Run 1, met3 routing:
(6 px per um)
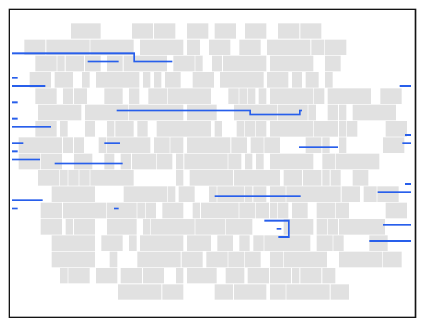
Run 1, wiring by layer:
(8 px per um) Only two layers are drawn.
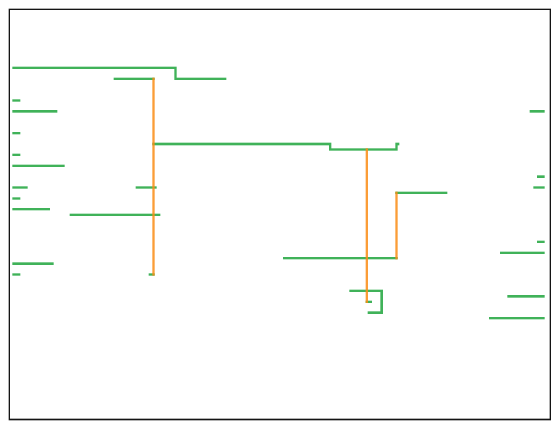
Run 1, routing congestion map:
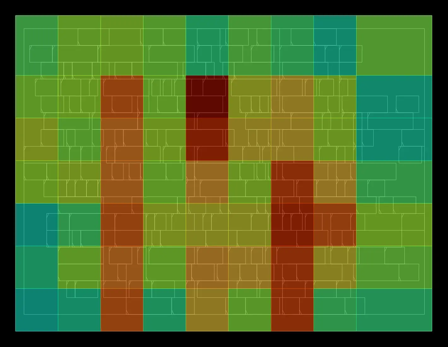
--- src/rtl/count_compare_pwm.sv ---
// Consumes the free-running 4-bit counter. Produces a period-aligned PWM, a wrap
// pulse with an epoch count, a sticky sequence-error flag and a one-slot capture register.
module count_compare_pwm #(
    parameter int EPOCH_W = 8
) (
    input  logic               clk,
    input  logic               reset,
    input  logic [3:0]         count,
    input  logic [3:0]         duty,
    input  logic               duty_load,
    input  logic               err_clr,
    input  logic               capture_req,
    input  logic               cap_ready,
    output logic               pwm_out,
    output logic               wrap_pulse,
    output logic [EPOCH_W-1:0] epoch,
    output logic               seq_err,
    output logic               cap_valid,
    output logic [3:0]         cap_count,
    output logic [EPOCH_W-1:0] cap_epoch,
    output logic               cap_drop
);

    typedef enum logic {
        CAP_EMPTY = 1'b0,
        CAP_FULL  = 1'b1
    } cap_state_t;

    logic [3:0]         count_q, count_d;
    logic               prev_valid_q, prev_valid_d;
    logic [3:0]         duty_pend_q, duty_pend_d;
    logic               pend_flag_q, pend_flag_d;
    logic [3:0]         duty_act_q, duty_act_d;
    logic               pwm_q, pwm_d;
    logic               wrap_pulse_q, wrap_pulse_d;
    logic [EPOCH_W-1:0] epoch_q, epoch_d;
    logic               seq_err_q, seq_err_d;

    cap_state_t         cap_state_q;
    logic [3:0]         cap_count_q;
    logic [EPOCH_W-1:0] cap_epoch_q;
    logic               cap_drop_q;

    logic               wrap;
    logic               seq_bad;
    logic [3:0]         duty_eff;

    always_comb begin
        wrap    = prev_valid_q && (count_q == 4'd15) && (count == 4'd0);
        seq_bad = prev_valid_q && (count != 4'(count_q + 4'd1));

        // The pending duty must already drive the very first cycle of the new period.
        duty_eff = (wrap && pend_flag_q) ? duty_pend_q : duty_act_q;

        count_d      = count;
        prev_valid_d = 1'b1;
        wrap_pulse_d = wrap;
        epoch_d      = epoch_q + EPOCH_W'(wrap);
        pwm_d        = (count < duty_eff);

        duty_act_d  = duty_act_q;
        duty_pend_d = duty_pend_q;
        pend_flag_d = pend_flag_q;
        if (wrap && pend_flag_q) begin
            duty_act_d  = duty_pend_q;
            pend_flag_d = 1'b0;
        end
        if (duty_load) begin
            duty_pend_d = duty;
            pend_flag_d = 1'b1;
        end

        seq_err_d = seq_err_q;
        if (seq_bad) begin
            seq_err_d = 1'b1;
        end else if (err_clr) begin
            seq_err_d = 1'b0;
        end
    end

    always_ff @(posedge clk) begin
        if (reset) begin
            count_q      <= '0;
            prev_valid_q <= 1'b0;
            duty_pend_q  <= '0;
            pend_flag_q  <= 1'b0;
            duty_act_q   <= '0;
            pwm_q        <= 1'b0;
            wrap_pulse_q <= 1'b0;
            epoch_q      <= '0;
            seq_err_q    <= 1'b0;
        end else begin
            count_q      <= count_d;
            prev_valid_q <= prev_valid_d;
            duty_pend_q  <= duty_pend_d;
            pend_flag_q  <= pend_flag_d;
            duty_act_q   <= duty_act_d;
            pwm_q        <= pwm_d;
            wrap_pulse_q <= wrap_pulse_d;
            epoch_q      <= epoch_d;
            seq_err_q    <= seq_err_d;
        end
    end

    // Capture slot; the stored epoch is the value after this cycle's wrap update.
    always_ff @(posedge clk) begin
        if (reset) begin
            cap_state_q <= CAP_EMPTY;
            cap_count_q <= '0;
            cap_epoch_q <= '0;
            cap_drop_q  <= 1'b0;
        end else begin
            cap_drop_q <= 1'b0;
            case (cap_state_q)
                CAP_EMPTY: begin
                    if (capture_req) begin
                        cap_count_q <= count;
                        cap_epoch_q <= epoch_d;
                        cap_state_q <= CAP_FULL;
                    end
                end
                CAP_FULL: begin
                    if (cap_ready) begin
                        if (capture_req) begin
                            cap_count_q <= count;
                            cap_epoch_q <= epoch_d;
                        end else begin
                            cap_state_q <= CAP_EMPTY;
                        end
                    end else if (capture_req) begin
                        cap_drop_q <= 1'b1;
                    end
                end
                default: cap_state_q <= CAP_EMPTY;
            endcase
        end
    end

    assign pwm_out    = pwm_q;
    assign wrap_pulse = wrap_pulse_q;
    assign epoch      = epoch_q;
    assign seq_err    = seq_err_q;
    assign cap_valid  = (cap_state_q == CAP_FULL);
    assign cap_count  = cap_count_q;
    assign cap_epoch  = cap_epoch_q;
    assign cap_drop   = cap_drop_q;

endmodule
--- config.mk ---
export PLATFORM = sky130hd
export DESIGN_NAME = count_compare_pwm
export DESIGN_NICKNAME = d
export VERILOG_FILES = /design/src/rtl/count_compare_pwm.sv
export SDC_FILE = /design/constraint.sdc
export NUM_CORES = 1
export LEC_CHECK = 0
export ABC_AREA = 0
export CAP_MARGIN = 20
export CORE_ASPECT_RATIO = 0.75
export CORE_UTILIZATION = 47
export CTS_CLUSTER_DIAMETER = 30
export DETAILED_ROUTE_END_ITERATION = 6
export PLACE_DENSITY = 0.76
export SETUP_SLACK_MARGIN = 0.3
export SYNTH_ARGS = -nofsm -noshare
export SYNTH_HDL_FRONTEND = slang
export SYNTH_SLANG_ARGS = --single-unit
--- constraint.sdc ---
create_clock -name clk -period 2.08 [get_ports clk]
set_input_delay 0.312 -clock clk [delete_from_list [all_inputs] [get_ports clk]]
set_output_delay 0.312 -clock clk [all_outputs]
set_load 0.01 [all_outputs]
==> flow_summary.yaml, run 1 <==
# implementation run metrics
min_path:
  min_path_type: "reg -> reg"
  hold-path-cell-count: 2
synth:
  ys_types: 26
  edf_count: 0
  syn_inst: 158
  synth-warning-count: 0
  postSynthNetCount: 178
  postSynth.asyncResetShare_pct: 0
  yosys_area_um2: 1510
power_and_ir_drop:
  power_density_nw_per_um2: 673
  p_int_mw: 1.12
  powerSeq_uw: 792
  switching_share_pct: 23.4
  seqPwrFrac_pct: 54.1
  p_comb_uw: 164
  p_leak_nw: 0.863
  powerClk_uw: 507
  pwr-share-clk_pct: 34.7
  p_comb_share_pct: 11.2
setup_path:
  start_kind: "flip-flop"
  path_cells: "ha_4 > and4_4 > nand3_4 > mux2i_2 > ha_1 > o21a_1 > o21ai_1 > nand2_1 > o211ai_1"
  critPathArrivalTime_ns: 2.04
  worst_ep_required_time_ns: 2.29
  crit_family: "adder cells"
  reg2regPathDepth: 9
  worstSetupEndpointType: "flip-flop"
  cp_max_fo: 3
  crit_slowest_cell: "dfxtp_2"
  worstSetupPathDepth: 9
placement:
  place_ws_ns: -0.268
  io_buffers: 38
  dp_hpwl_mm: 2.36
  gp_congestion: 0.805
cells_and_area:
  n_all_inverters: 3
  instances_no_fill: 249
  comb_share_pct: 34.6
  nets: 231
  num_antenna_cells: 0
  multi_input_comb_cells: 109
  clkCellAreaFrac_pct: 4.03
  mi_logic_area_um2: 752
  flops: 39
  largest_class: "registers"
  clkbuf_count: 6
  n_fill_cell: 221
global_routing:
  antenna_found_initial: 0
  grt_max_degree: 22
floorplanning:
  core_area_um2: 3000
  initCoreUtil_pct: 50.4
  die_w_um: 67.5
  die-height_um: 51.1
  dieArea_um2: 3450
drt:
  wl_met2_mm: 1.65
  antenna_left: 0
  wl_met1_mm: 1.59
  post-route-drc-count: 0
  viasPerCell: 5.18
clocking:
  clk_pin_slew_ns: 0.07
  clk_latency_ns: 0.29
  cts_buffers: 5
  cts-root-buf: "clkbuf_8"
timing:
  setup_ws_ns: 0.251
  fmax_mhz: 547
  finalClockPeriodUsage_pct: 87.9
  rsz0062_at_grt: "true"
  hold_viol: 0
  finalClockSkew_ns: 0.00582
  max_slew_margin_pct: 79.0
outcome:
  status: "finished, final reports clean"
Notes on 'met3 routing' above:
share of all routed wire = 4.5%
main direction = horizontal
nets with wire on the layer = 23
Post-Route WL: 3.44 mm
vias: 1289
M3 GR Usage: 6.70%

Notes on 'wiring by layer' above:
M4 -> orange  # wire length 51.7 um
M3 -> green  # wire length 153 um
Routed WL per cell: 13.8 um
gr usage total: 21.6%

Notes on 'routing congestion map' above:
GRT busiest layer: met2
post-layout util: 72.5%
met2 usage in global routing: 35.5%
GR Util met1: 25.9%

[run 1: Yosys cell counts, types with 2 or more instances]
cell	n	area share, %
nor2b_1	7	2.9
nand2_1	16	4.0
a21oi_1	12	4.0
xor2_1	8	4.6
nand3_1	5	1.7
xnor2_1	3	1.7
a211oi_1	3	1.5
and3_1	2	0.83
nand4_1	2	0.83
ha_1	6	5.0
inv_1	3	0.75
mux2i_1	8	5.3
nor3_1	3	0.99
buf_2	2	0.66
dfxtp_1	39	52
o21ai_0	6	2.0
clkbuf_1	5	1.2
nor2_1	20	5.0
[run 1: what timing repair did]
action | in CTS | in global routing
endpoints found under the setup margin | 12 | 10
pin swaps | 5 | 6
gates resized | 13 | 6
setup buffers | 3 | 1
[run 1: logic make-up (layout without fill, tap and decap cells)]
group	count (synthesis)	after routing	share of synthesized area (%)
flip-flops	39	39	51.7
XOR/XNOR	11	11	6.38
buffers and inverters	10	63	2.65
AND-OR/OR-AND	23	23	8.45
multiplexers	8	8	5.30
AND/OR/NAND/NOR	61	61	20.5
adder cells (fa/ha/maj)	6	6	4.97
[run 1: state kept, by name (all words and copies together), names as in the netlist]
signal and count:
count_q 4, duty_pend_q 4, duty_act_q 4, cap_drop 1, epoch 8, prev_valid_q 1
cap_count 4, cap_epoch 8, cap_valid 1, seq_err 1, pwm_out 1, wrap_pulse 1
pend_flag_q 1
[run 1: worst paths after layout]
kind / from / to / slack, ns
hold / removal: cap_epoch[0] / cap_epoch[0] / 0.46
setup / recovery: count_q[1] / pwm_out / 0.25
setup reg to reg: count_q[1] / pwm_out / 0.25
hold reg to reg: cap_epoch[0] / cap_epoch[0] / 0.46
[run 1: tightest hold or removal path, delay by kind of cell (launching register included)]
kind	cells	cell delay (ns)
flip-flops	1	0.32
AND-OR/OR-AND	1	0.05
AND/OR/NAND/NOR	1	0.05
==> run 2: changes to the inputs <==
--- a/config.mk
+++ b/config.mk
@@ -5,9 +5,9 @@
 export SDC_FILE = /design/constraint.sdc
 export NUM_CORES = 1
 export LEC_CHECK = 0
-export ABC_AREA = 0
 export CAP_MARGIN = 20
 export CORE_ASPECT_RATIO = 0.75
+export CORE_MARGIN = 2
 export CORE_UTILIZATION = 47
 export CTS_CLUSTER_DIAMETER = 30
 export DETAILED_ROUTE_END_ITERATION = 6
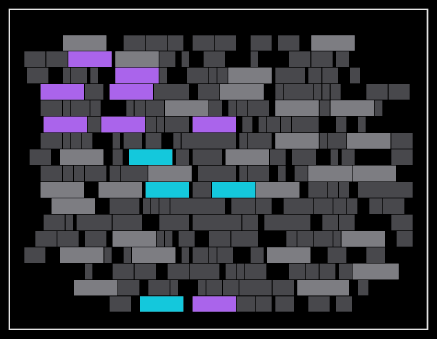
Run 2: sequential cells coloured by netlist name
(6 px per um)
epoch -> purple  # sequential cells 8
duty_act_q -> cyan  # sequential cells 4
post-layout util: 74.9%
Seq/total area: 35.0%

==> run 2 against run 1 <==
First-iteration DRC count is 84% higher. Die size rose by 7.0%. Critical path type is now in -> reg. Register-to-register slack lost 0.04 ns. Synthesized cell count unchanged. Clock-buffer cell count unchanged. Clock skew decreased by 0.0019 ns. Via count is 2.6% higher. Largest cell class is now multi-input combinational cells. Critical endpoint unchanged. Synthesized area did not move. Critical path depth is the same. Sequential share of layout area is 1.1 points lower.
==> flow_summary.yaml, run 2 <==
# implementation run metrics
setup_path:
  setup.worst_path.end: "pwm_out"
  worstSetupEndpointType: "flip-flop"
  cp_max_fo: 3
  critPathArrivalTime_ns: 2.07
  crit_type: "in -> reg"
  reg2regPathDepth: 9
  r2r_setup_slack_ns: 0.21
  crit_path_start: "count[2]"
  start_kind: "input port"
  reg2reg_to: "pwm_out"
  regToRegStartpoint: "count_q[0]"
  worst_ep_required_time_ns: 2.28
synth:
  top_area_cell: "dfxtp_1"
  topCellsByArea: "dfxtp_1 (52%), mux2i_1 (5.3%), ha_1 (5.0%)"
  ys_types: 26
  synth-warning-count: 0
  yosys_area_um2: 1510
  top_area_share_pct: 51.7
  synth_flops: 39
  syn_area_per_cell_um2: 9.56
  yosys_cells: 158
  yosysMostFrequentCell: "dfxtp_1"
  postSynthNetCount: 178
  common_cells: "dfxtp_1 (39), nor2_1 (20), nand2_1 (16), a21oi_1 (12)"
  ys.flop_type: "dfxtp_1"
  postSynth.asyncResetShare_pct: 0
  netlist_area_um2: 1510
  edf_count: 0
  syn_inst: 158
timing:
  setup_tns_ns: 0
  rsz0062_at_grt: "true"
  max_slew_margin_pct: 77.5
  final_max_slew_viol_count: 0
  fmax_mhz: 535
  setup_ws_ns: 0.212
  finalClockPeriodUsage_pct: 89.8
  finalClockSkew_ns: 0.00387
  hold_viol: 0
  min_period_ns: 1.87
  setup_viol: 0
cells_and_area:
  n_fill_cell: 201
  instances_no_fill: 252
  nets: 234
  num_antenna_cells: 0
  mi_logic_area_um2: 800
  regArea_um2: 786
  drive_gt1_share_pct: 21.5
  fin_area_um2: 2250
power_and_ir_drop:
  pwr-share-clk_pct: 34.3
  powerSeq_uw: 792
  power_density_nw_per_um2: 654
  p_comb_share_pct: 11.8
  powerClk_uw: 503
  p_leak_nw: 0.876
  p_int_mw: 1.12
  switching_share_pct: 23.5
  seqPwrFrac_pct: 53.9
  peakVddDrop_mv: 0.564
  p_comb_uw: 173
floorplanning:
  die_w_um: 69.5
  die-height_um: 53.1
  core_area_um2: 3000
  io_pins: 39
  dieArea_um2: 3690
  initCoreUtil_pct: 50.4
drt:
  post-route-drc-count: 0
  viasPerCell: 5.25
  wl_per_cell_um: 15.4
  drtPass1Iterations: 4
  vias: 1323
  detail_route.wirelength_mm: 3.88
  antenna_left: 0
  drt_iter0_drc: 68
placement:
  place_ws_ns: -0.289
  io_buffers: 38
  gp_congestion: 0.777
  post_dp_cell_area_um2: 2000
  dp_hpwl_mm: 2.58
  place_inst: 238
global_routing:
  grt_pass1_wl_mm: 6.02
  antenna_found_initial: 0
  grt_overflow: 0
  grt_use_total_pct: 21.2
  grt_max_degree: 19
  first_global_vias: 1316
outcome:
  status: "finished, final reports clean"
clocking:
  cts_buffers: 5
  cts_buffer_depth: 2
  cts-root-buf: "clkbuf_8"
  clk_latency_ns: 0.28
  cts_hold_buf: 0
  cts_num_sinks: 39
  clk_pin_slew_ns: 0.07
  cts-htree-levels: 2
min_path:
  hold-path-cell-count: 2
  min_path_type: "reg -> reg"
flow_run:
  tool_warnings: 28
[run 2: cell counts after synthesis]
No cell type changed its count.
[run 2: layout make-up]
type                       instances  share of cell area, %
inverter                           3                  0.501
tap                               38                   2.12
sequential                        39                   35.0
timing repair buffer              56                   22.9
multi-input combinational        109                   35.6
clock inverter                     1                  0.223
clock buffer                       6                   3.68
[run 2: cell families (layout without fill, tap and decap cells)]
group / count (synthesis) / after routing / synth area share, %
XOR/XNOR: 11 / 11 / 6.38
multiplexers: 8 / 8 / 5.30
adder cells (fa/ha/maj): 6 / 6 / 4.97
buffers and inverters: 10 / 66 / 2.65
flip-flops: 39 / 39 / 51.7
AND-OR/OR-AND: 23 / 23 / 8.45
AND/OR/NAND/NOR: 61 / 61 / 20.5
[run 2: repair_timing]
item / in CTS / in global routing
setup endpoints to repair: 13 / 10
pin swaps: 4 / 7
buffers inserted: 3 / 4
resized: 14 / 14
[run 2: how the worst min path moves through the flow]
stage                 start           end  slack [ns]
2_1_floorplan      count[0]    count_q[0]        0.44
3_3_place_gp   cap_count[0]  cap_count[0]        0.44
6_report       cap_count[3]  cap_count[3]        0.46
5_1_grt        cap_count[2]  cap_count[2]        0.50
3_5_place_dp   cap_count[3]  cap_count[3]        0.46
4_1_cts        cap_count[3]  cap_count[3]        0.47
[run 2: per-layer routing]
metal,vias up,global-route usage (%),wire length [um]
met5,-,0,0
met4,0,7.52,71
met3,9,6.10,170
met2,34,36.2,1980
met1,634,25.8,1660
li1,646,-,-
[run 2: critical path: stages]
cell and delay [ns]:
dlygate4sd2_1 0.27, nor4_4 0.39, nand3_4 0.15, mux2i_2 0.26
ha_1 0.30, o21a_1 0.11, o21ai_1 0.10, nand2_1 0.08
o211ai_1 0.08
Power and IR drop assume default switching activity.
